[config.mk]
export PLATFORM = sky130hd
export DESIGN_NAME = keypad_scanner
export DESIGN_NICKNAME = d
export VERILOG_FILES = /design/src/rtl/keypad_scanner_pkg.sv /design/src/rtl/keypad_scanner_col_decoder.sv /design/src/rtl/keypad_scanner.sv
export SDC_FILE = /design/constraint.sdc
export NUM_CORES = 1
export LEC_CHECK = 0
export CAP_MARGIN = 40
export CORE_UTILIZATION = 57
export CTS_CLUSTER_SIZE = 25
export DETAILED_ROUTE_END_ITERATION = 16
export GPL_ROUTABILITY_DRIVEN = 0
export PLACE_DENSITY = 0.78
export SLEW_MARGIN = 20
export SYNTH_ARGS = -nofsm -noshare
export SYNTH_HDL_FRONTEND = slang
export SYNTH_SLANG_ARGS = --single-unit
[constraint.sdc]
create_clock -name clk -period 2.8 [get_ports clk]
set_input_delay 0.56 -clock clk [delete_from_list [all_inputs] [get_ports clk]]
set_output_delay 0.56 -clock clk [all_outputs]
set_load 0.02 [all_outputs]
[src/rtl/keypad_scanner_pkg.sv]
// Shared types and constants for the 4x4 keypad scanner.
package keypad_scanner_pkg;

  typedef enum logic [1:0] {
    ST_SCAN     = 2'd0,
    ST_DEBOUNCE = 2'd1,
    ST_HELD     = 2'd2,
    ST_RELEASE  = 2'd3
  } state_e;

  localparam int COL_IDX_W = 2;   // width of the column index
  localparam int COL_W     = 4;   // one-cold column drive width
  localparam int ROW_W     = 4;   // active-low row input width
  localparam int CODE_W    = 4;   // key code: row_index*4 + col_index

  // Index of the lowest-numbered row pulled low; only meaningful when some row is low.
  function automatic logic [1:0] lowest_low_row(input logic [ROW_W-1:0] rows);
    logic [1:0] idx;
    idx = 2'd3;
    if (!rows[2]) idx = 2'd2;
    if (!rows[1]) idx = 2'd1;
    if (!rows[0]) idx = 2'd0;
    return idx;
  endfunction

endpackage

[src/rtl/keypad_scanner_col_decoder.sv]
// Combinational 2-to-4 active-low column decoder: exactly one output low.
module col_decoder_2to4
  import keypad_scanner_pkg::*;
(
  input  logic [COL_IDX_W-1:0] sel,
  output logic [COL_W-1:0]     col_n
);

  // Drive the selected column low, all others high.
  always_comb begin
    col_n      = '1;
    col_n[sel] = 1'b0;
  end

endmodule

[src/rtl/keypad_scanner.sv]
// 4x4 matrix keypad scanner: column scan, row synchronizer, press/release debounce.
module keypad_scanner
  import keypad_scanner_pkg::*;
#(
  parameter int SCAN_DIV     = 1000,
  parameter int DEBOUNCE_CNT = 4
) (
  input  logic              clk,
  input  logic              rst_n,
  input  logic [ROW_W-1:0]  row_n,
  output logic [COL_W-1:0]  col_n,
  output logic [CODE_W-1:0] key_code,
  output logic              key_valid,
  output logic              key_pressed
);

  localparam int DIV_W = (SCAN_DIV > 1) ? $clog2(SCAN_DIV) : 1;
  localparam int CNT_W = $clog2(DEBOUNCE_CNT + 1);
  localparam logic [DIV_W-1:0] DIV_LAST = DIV_W'(SCAN_DIV - 1);
  localparam logic [CNT_W-1:0] CNT_DONE = CNT_W'(DEBOUNCE_CNT);
  localparam logic [CNT_W-1:0] CNT_ONE  = CNT_W'(1);

  logic [ROW_W-1:0]     row_meta_q, row_meta_d;
  logic [ROW_W-1:0]     rows_q, rows_d;
  logic [DIV_W-1:0]     div_q, div_d;
  state_e               state_q, state_d;
  logic [COL_IDX_W-1:0] col_sel_q, col_sel_d;
  logic [CODE_W-1:0]    cand_q, cand_d;
  logic [CNT_W-1:0]     match_q, match_d;
  logic [CNT_W-1:0]     rel_q, rel_d;
  logic [CODE_W-1:0]    key_code_q, key_code_d;
  logic                 key_valid_q, key_valid_d;
  logic                 key_pressed_q, key_pressed_d;
  logic [COL_W-1:0]     col_n_q, col_dec;

  logic                 dwell_end;
  logic                 any_low;
  logic [CODE_W-1:0]    samp_code;
  logic                 cand_row_high;
  logic [CNT_W-1:0]     match_inc, rel_inc;

  // Decode the next column index so the registered drive lines up with col_sel_q.
  col_decoder_2to4 u_col_dec (
    .sel   (col_sel_d),
    .col_n (col_dec)
  );

  // Next-state logic: synchronizer shift, dwell timer and scan/debounce FSM.
  always_comb begin
    row_meta_d    = row_n;
    rows_d        = row_meta_q;
    dwell_end     = (div_q == DIV_LAST);
    div_d         = dwell_end ? '0 : div_q + DIV_W'(1);
    any_low       = (rows_q != '1);
    samp_code     = {lowest_low_row(rows_q), col_sel_q};
    cand_row_high = rows_q[cand_q[3:2]];
    match_inc     = match_q + CNT_ONE;
    rel_inc       = rel_q + CNT_ONE;

    state_d       = state_q;
    col_sel_d     = col_sel_q;
    cand_d        = cand_q;
    match_d       = match_q;
    rel_d         = rel_q;
    key_code_d    = key_code_q;
    key_valid_d   = 1'b0;
    key_pressed_d = key_pressed_q;

    if (dwell_end) begin
      case (state_q)
        ST_SCAN: begin
          if (!any_low) begin
            col_sel_d = col_sel_q + 2'd1;
          end else begin
            // The capturing sample counts as the first match.
            cand_d = samp_code;
            if (DEBOUNCE_CNT <= 1) begin
              key_code_d    = samp_code;
              key_valid_d   = 1'b1;
              key_pressed_d = 1'b1;
              match_d       = '0;
              state_d       = ST_HELD;
            end else begin
              match_d = CNT_ONE;
              state_d = ST_DEBOUNCE;
            end
          end
        end
        ST_DEBOUNCE: begin
          if (any_low && (samp_code == cand_q)) begin
            if (match_inc == CNT_DONE) begin
              key_code_d    = cand_q;
              key_valid_d   = 1'b1;
              key_pressed_d = 1'b1;
              match_d       = '0;
              state_d       = ST_HELD;
            end else begin
              match_d = match_inc;
            end
          end else begin
            match_d   = '0;
            col_sel_d = col_sel_q + 2'd1;
            state_d   = ST_SCAN;
          end
        end
        ST_HELD: begin
          // Only the accepted key's row matters; other keys are ignored.
          if (cand_row_high) begin
            if (DEBOUNCE_CNT <= 1) begin
              key_pressed_d = 1'b0;
              col_sel_d     = col_sel_q + 2'd1;
              state_d       = ST_SCAN;
            end else begin
              rel_d   = CNT_ONE;
              state_d = ST_RELEASE;
            end
          end
        end
        ST_RELEASE: begin
          if (cand_row_high) begin
            if (rel_inc == CNT_DONE) begin
              rel_d         = '0;
              key_pressed_d = 1'b0;
              col_sel_d     = col_sel_q + 2'd1;
              state_d       = ST_SCAN;
            end else begin
              rel_d = rel_inc;
            end
          end else begin
            rel_d   = '0;
            state_d = ST_HELD;
          end
        end
        default: state_d = ST_SCAN;
      endcase
    end
  end

  // State and output registers; reset aborts any in-flight press.
  always_ff @(posedge clk or negedge rst_n) begin
    if (!rst_n) begin
      row_meta_q    <= '1;
      rows_q        <= '1;
      div_q         <= '0;
      state_q       <= ST_SCAN;
      col_sel_q     <= '0;
      cand_q        <= '0;
      match_q       <= '0;
      rel_q         <= '0;
      key_code_q    <= '0;
      key_valid_q   <= 1'b0;
      key_pressed_q <= 1'b0;
      col_n_q       <= 4'b1110;
    end else begin
      row_meta_q    <= row_meta_d;
      rows_q        <= rows_d;
      div_q         <= div_d;
      state_q       <= state_d;
      col_sel_q     <= col_sel_d;
      cand_q        <= cand_d;
      match_q       <= match_d;
      rel_q         <= rel_d;
      key_code_q    <= key_code_d;
      key_valid_q   <= key_valid_d;
      key_pressed_q <= key_pressed_d;
      col_n_q       <= col_dec;
    end
  end

  assign col_n       = col_n_q;
  assign key_code    = key_code_q;
  assign key_valid   = key_valid_q;
  assign key_pressed = key_pressed_q;

endmodule

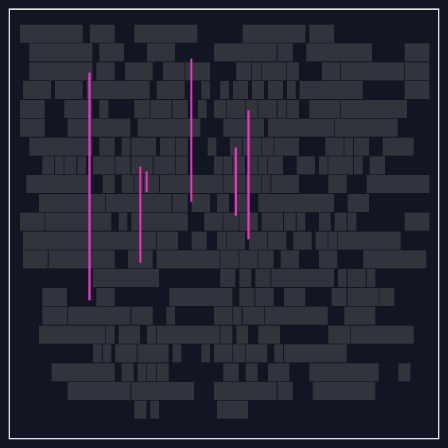
run_1/layer_met4.png
longest straight run: 32.6 um
nets with wire on the layer: 5
total wire length after detailed routing: 3770 um
routed via count: 1548

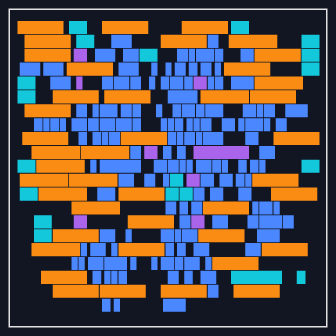
run_1/placement_by_type.png
[purple] clock drivers and dummy loads | cells: 8
[orange] sequential cells | cells: 42
[cyan] remaining buffers and delay cells | cells: 19
[blue] combinational and other logic | cells: 146
sequential portion of the cell area: 45.3%
Core Footprint: 3390 um^2
post-layout instance area: 2350 um^2
Std-Cell Rows: 21

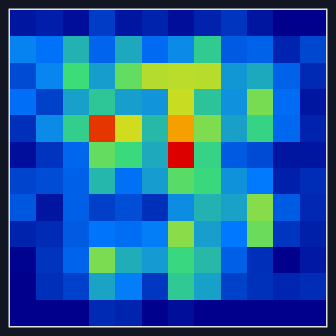
run_1/metal_density.png
12 x 12 tiles, from dark blue (low) to red (high), scaled to the fullest tile. Values are wire area over tile area, all layers added.
emptiest ninth of the die: lower right
nearly empty tiles: 9.7%
fullest tile: 0.62
tiles over half the peak: 12%
total global-route track usage: 23.5%
post-DR wirelength/cell: 14.4 um

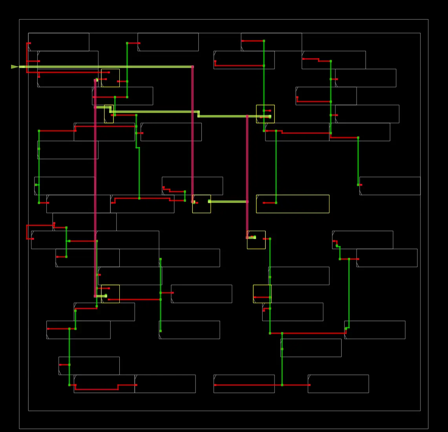
run_1/clocks.png
total CTS buffers: 5
clkbuf count: 6

==> notes.md, run 1 <==
Implementation summary

The flow ran to the end, and the final reports show no timing, DRC or antenna violations. The total net switching power is about 0.00022 W. The max-slew check reports its worst relative slack as 58.8%.

The count of tool warnings is 28. The summed instance area of the synthesized netlist is 2050 um^2. For the worst-skew pair, the clock arrives at the later sink with an insertion delay of between 0.3 and 0.4 ns. The arrival time at the worst endpoint is 2.63 ns.

According to the CTS report, the clock sink count is approximately 42. The synthesized design spends more area on one cell type than any other, namely dfrtp_1. The analysis attributes to cell leakage a power of 1.05 nW.

The residual DRC count is 0. The worst register-to-register path has a setup slack of 0.44 ns. The maximum ir drop on the vdd rail is 0.000329 V. After technology mapping, the gate count stands at 195. The critical-path maximum fanout is 7. Max-cap violations in this run came to 0.

A synthesized cell averages 10.5 um^2. The share of the Yosys chip area taken by registers is 52.0%. The count of unique library cells instantiated by Yosys is 49. Looking at the cell usage after synthesis, the top flip-flop cell is dfrtp_1. The count of placed standard cells in the final layout, fillers left out is 261.

The global route stage reports its total congestion overflow as 0. The timing-limited maximum frequency is 0.424 GHz. The dominant cell type by count on the critical path is or3_1. The antenna cell count is 0. The minimum hold slack is 0.153 ns. The post-CTS setup buffer count is 0. The post-synthesis chip area from yosys is 2050 um^2. The x dimension of the die is between 60 and 70 um. The cell area power density is 443 nW/um^2. The number of register bits inferred by synthesis is 42. The initial antenna violation count is 0. The cell sitting at the root of the clock tree is a clkbuf_4. The final critical delay including setup and external delays is 2.36 ns.
## run 1: through the flow
step	setup slack [ns]	total power (W)	cell area, um^2	util [%]
floorplan	0.602	0.000640	2050	-
global placement	0.595	0.000659	2240	66.1
detailed placement	0.457	0.000665	2270	67.0
CTS	0.422	0.00105	2350	69.3
global route	0.244	0.00108	2350	69.3
finish	0.442	0.00104	2350	69.3
## run 1: worst reg2reg max path, stage by stage, from the launching register on
cell      delay (ns)
dfrtp_1         0.43
ha_1            0.24
nand4b_1        0.15
or3_1           0.44
or3_1           0.47
or4_1           0.45
o311ai_1        0.09
## run 1: layout make-up
| cell class | instances | area (um^2) |
|---|---|---|
| Sequential cell | 42 | 1060 |
| Clock buffer | 6 | 41.3 |
| Multi-Input combinational cell | 142 | 937 |
| Inverter | 4 | 15.0 |
| Fill cell | 258 | 1040 |
| Tap cell | 46 | 57.6 |
| Timing Repair Buffer | 19 | 195 |
| Clock inverter | 2 | 37.5 |
## run 1: worst max-delay path by stage
stage | from | end | slack, ns | depth (start not counted)
2_1_floorplan | div_q[0] | match_q[2] | 0.60 | 8
3_3_place_gp | div_q[0] | match_q[2] | 0.60 | 6
3_5_place_dp | div_q[0] | match_q[2] | 0.46 | 6
4_1_cts | div_q[0] | match_q[2] | 0.42 | 6
5_1_grt | div_q[0] | match_q[2] | 0.24 | 6
6_report | div_q[0] | match_q[2] | 0.44 | 6
## run 1: sequential cells by signal (all words and copies together) (netlist names)
signal       cells
col_n            4
row_meta_q       4
rows_q           4
key_pressed      1
col_sel_q        2
state_q          2
div_q           10
key_valid        1
match_q          3
rel_q            3
key_code         4
cand_q           4
## run 1: kinds of logic after synthesis
kind of cell               share of synthesized area [%]
xor gates and xnor gates                            3.43
adders and majority gates                           3.06
DFF                                                 52.0
buffers and inverters                               2.14
and+or+nand+nor                                     18.5
AOI/OAI and AO/OA                                   15.9
muxes                                               4.89
## run 1: cell usage after synthesis, types with 2 or more instances
cell      number
mux2_2         6
nand2_1       16
dfstp_2       11
dfrtp_1       31
a31oi_1        6
o21a_1         3
and3b_1        2
nor3_1         4
xnor2_1        2
nand3_1        9
nor2_1        21
or3_1          3
clkbuf_1       5
a21oi_1        2
o31ai_1        5
and3_1         4
xor2_1         6
nor2b_1        3
ha_1           5
nand2b_1       5
o21ai_0       14
a21boi_0       2
inv_1          4
## run 1: metal layers
layer | vias to the layer above | wire length, um | global-route usage, %
met5 | - | 0 | 0
met1 | 749 | 1720 | 29.6
li1 | 746 | - | -
met3 | 14 | 116 | 4.76
met4 | 0 | 97 | 12.7
met2 | 39 | 1830 | 38.2
## run 1: power groups by stage
stage / clock, W / sequential [W] / combinational, W
2_1_floorplan: 0 / 0.000632 / 0.00000749
3_3_place_gp: 0 / 0.000633 / 0.0000258
3_5_place_dp: 0 / 0.000633 / 0.0000320
4_1_cts: 0.000392 / 0.000622 / 0.0000322
5_1_grt: 0.000420 / 0.000624 / 0.0000353
6_report: 0.000387 / 0.000622 / 0.0000310
run_1/clk_routes.png
Scale bar: 20 um.
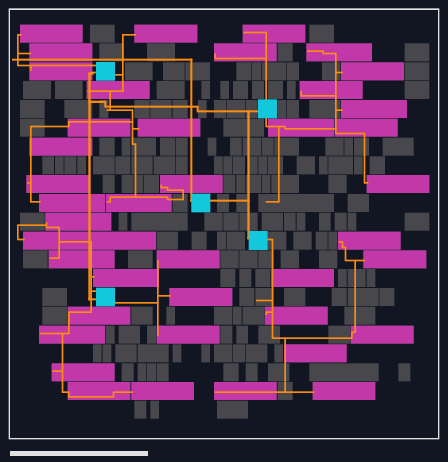

--- run 2 (diff from run 1) ---
Clock period 2.8 ns to 2.3 ns, I/O delays scaled along.
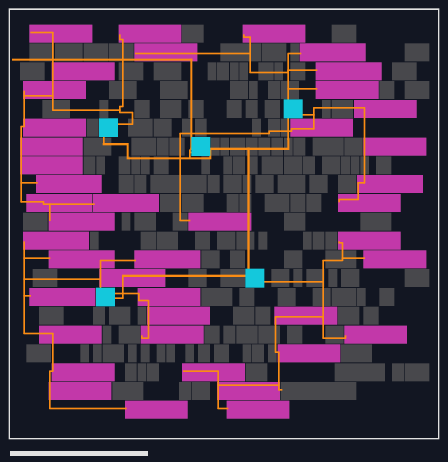
run_2/clk_routes.png
Scale bar: 20 um.
[orange] clock wires | length: 464 um
[magenta] flip-flops | count: 42
[cyan] clock drivers | count: 5
routed clock nets: 6
flops lie: all over the die
Max Clock Skew: 0.0168 ns
clock latency on the worst-skew pair: 0.36 ns
clock-net power: 0.000457 W
proportion of power drawn by the clock network: 36.5%

==> notes.md, run 2 <==
Implementation summary

Result of the run: finished clean (unchanged). The count of unique library cells instantiated by Yosys is 49 (unchanged). The dominant cell type by count on the critical path is or3_1 (unchanged).

The filler cell count in the final layout came to 267 (was 258). The total global routing track utilization is 23.3% (was 23.5%). The number of standard cells after synthesis came to 195 (unchanged).

The worst setup margin is 0.161 ns (was 0.442 ns). The timing-limited maximum frequency was 0.468 GHz (was 0.424 GHz). The number of sinks handled by clock tree synthesis is 42 (unchanged). The average cell area after synthesis is 10.5 um^2 (unchanged). The total wirelength of the detailed-routed design is 3880 um (was 3770 um).

The maximum ir drop on the vdd rail is 0.000408 V (was 0.000329 V). The residual DRC count is 0 (unchanged). The worst slack after detailed placement is 0.151 ns (was 0.457 ns). The cell with the most instances after synthesis is dfrtp_1 (unchanged).

The post-synthesis chip area from yosys is 2050 um^2 (unchanged). The number of register bits inferred by synthesis came to 42 (unchanged). The TritonCTS buffer count is 5 (unchanged). Synth top cells by count: 31 x dfrtp_1, 21 x nor2_1, 16 x nand2_1, 14 x o21ai_0, 11 x dfstp_2 (unchanged). The register share after synthesis came to 52.0% (unchanged).

The standard cell core area is 3390 um^2 (unchanged). The post-detailed-route wirelength per cell is 14.5 um (was 14.4 um). The final critical delay including setup and external delays is 2.14 ns (was 2.36 ns). The count of tool warnings came to 28 (unchanged). The initial antenna violation count was 0 (unchanged). The static leakage power is 1.08 nW (was 1.05 nW). The cell at the root of the clock tree is clkbuf_4 (unchanged). The register with the most flip-flops was div_q (unchanged). The dominant cell type by area after synthesis is dfrtp_1 (unchanged). The antenna cell count is 0 (unchanged). The x dimension of the die is 61.9 um (unchanged).
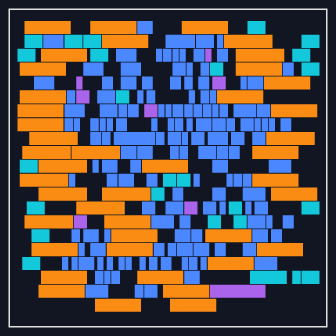
run_2/placement_by_type.png
[cyan] remaining buffers and delay cells | cells: 25
[purple] clock drivers and dummy loads | cells: 8
[orange] sequential cells | cells: 42
[blue] combinational and other logic | cells: 146
sequential portion of the cell area: 44.6%
post-layout instance area: 2390 um^2
core occupancy in the finished layout: 70.5%

[run 2: cells by family after synthesis]
| logic type | Yosys count | share of synthesized area (%) |
|---|---|---|
| xor+xnor | 8 | 3.43 |
| fa+ha+maj | 5 | 3.06 |
| buf+inv | 11 | 2.14 |
| simple gates | 75 | 18.5 |
| flops | 42 | 52.0 |
| mux | 8 | 4.89 |
| compound gates | 46 | 15.9 |
[run 2: power breakdown]
group,switching [W],internal [W]
Clock,0.000226,0.000231
Combinational,0.0000214,0.0000160
Sequential,0.00000617,0.000752
Total,0.000254,0.000998
[run 2: per-stage QoR]
| stage | instance area, um^2 | instances | total power [W] | hold WS, ns |
|---|---|---|---|---|
| 2_1_floorplan | 2050 | 195 | 0.000779 | 0.164 |
| 3_3_place_gp | 2280 | 257 | 0.000802 | 0.347 |
| 3_5_place_dp | 2300 | 258 | 0.000809 | 0.347 |
| 4_1_cts | 2380 | 267 | 0.00127 | 0.363 |
| 5_1_grt | 2390 | 267 | 0.00130 | 0.369 |
| 6_report | 2390 | 267 | 0.00125 | 0.361 |
[run 2: metal layers]
layer / part of all wire [%] / track usage, % / vias to the layer above
met5: 0 / 0 / -
met4: 1.1 / 8.57 / 0
met3: 3.9 / 4.35 / 6
met2: 48 / 36.3 / 39
met1: 47 / 32.9 / 741
li1: - / - / 756
[run 2: repair_timing]
action                                  in CTS  in global routing
endpoints found under the setup margin       0                  2
hold endpoints to repair                    10                  0
gates resized                                0                  2
buffers inserted                             0                  0
hold buffers                                 1                  0
[run 2: layout make-up]
type	count	area [um^2]	share of cell area [%]
Sequential cell	42	1070	44.6
Clock buffer	7	45.0	1.88
Inverter	4	15.0	0.628
Tap cell	46	57.6	2.41
Multi-Input combinational cell	142	942	39.4
Clock inverter	1	30.0	1.26
Timing Repair Buffer	25	235	9.84
[run 2: how the worst max path moves through the flow]
stage,startpoint,to,slack [ns],cells after the start
after global placement,cand_q[3],col_n[1],0.28,6
after global routing,div_q[0],match_q[2],0.02,6
after detailed placement,cand_q[3],col_n[1],0.15,6
after floorplan,div_q[0],match_q[2],0.10,8
after CTS,cand_q[3],col_n[1],0.16,6
final,div_q[0],match_q[2],0.16,6
[run 2: worst register-to-register path, stage by stage (launching register included)]
cell	delay [ns]
dfrtp_1	0.42
ha_1	0.24
nand4b_1	0.18
or3_1	0.36
or3_1	0.37
or4_1	0.41
o311ai_1	0.08
Power and IR drop assume default switching activity.
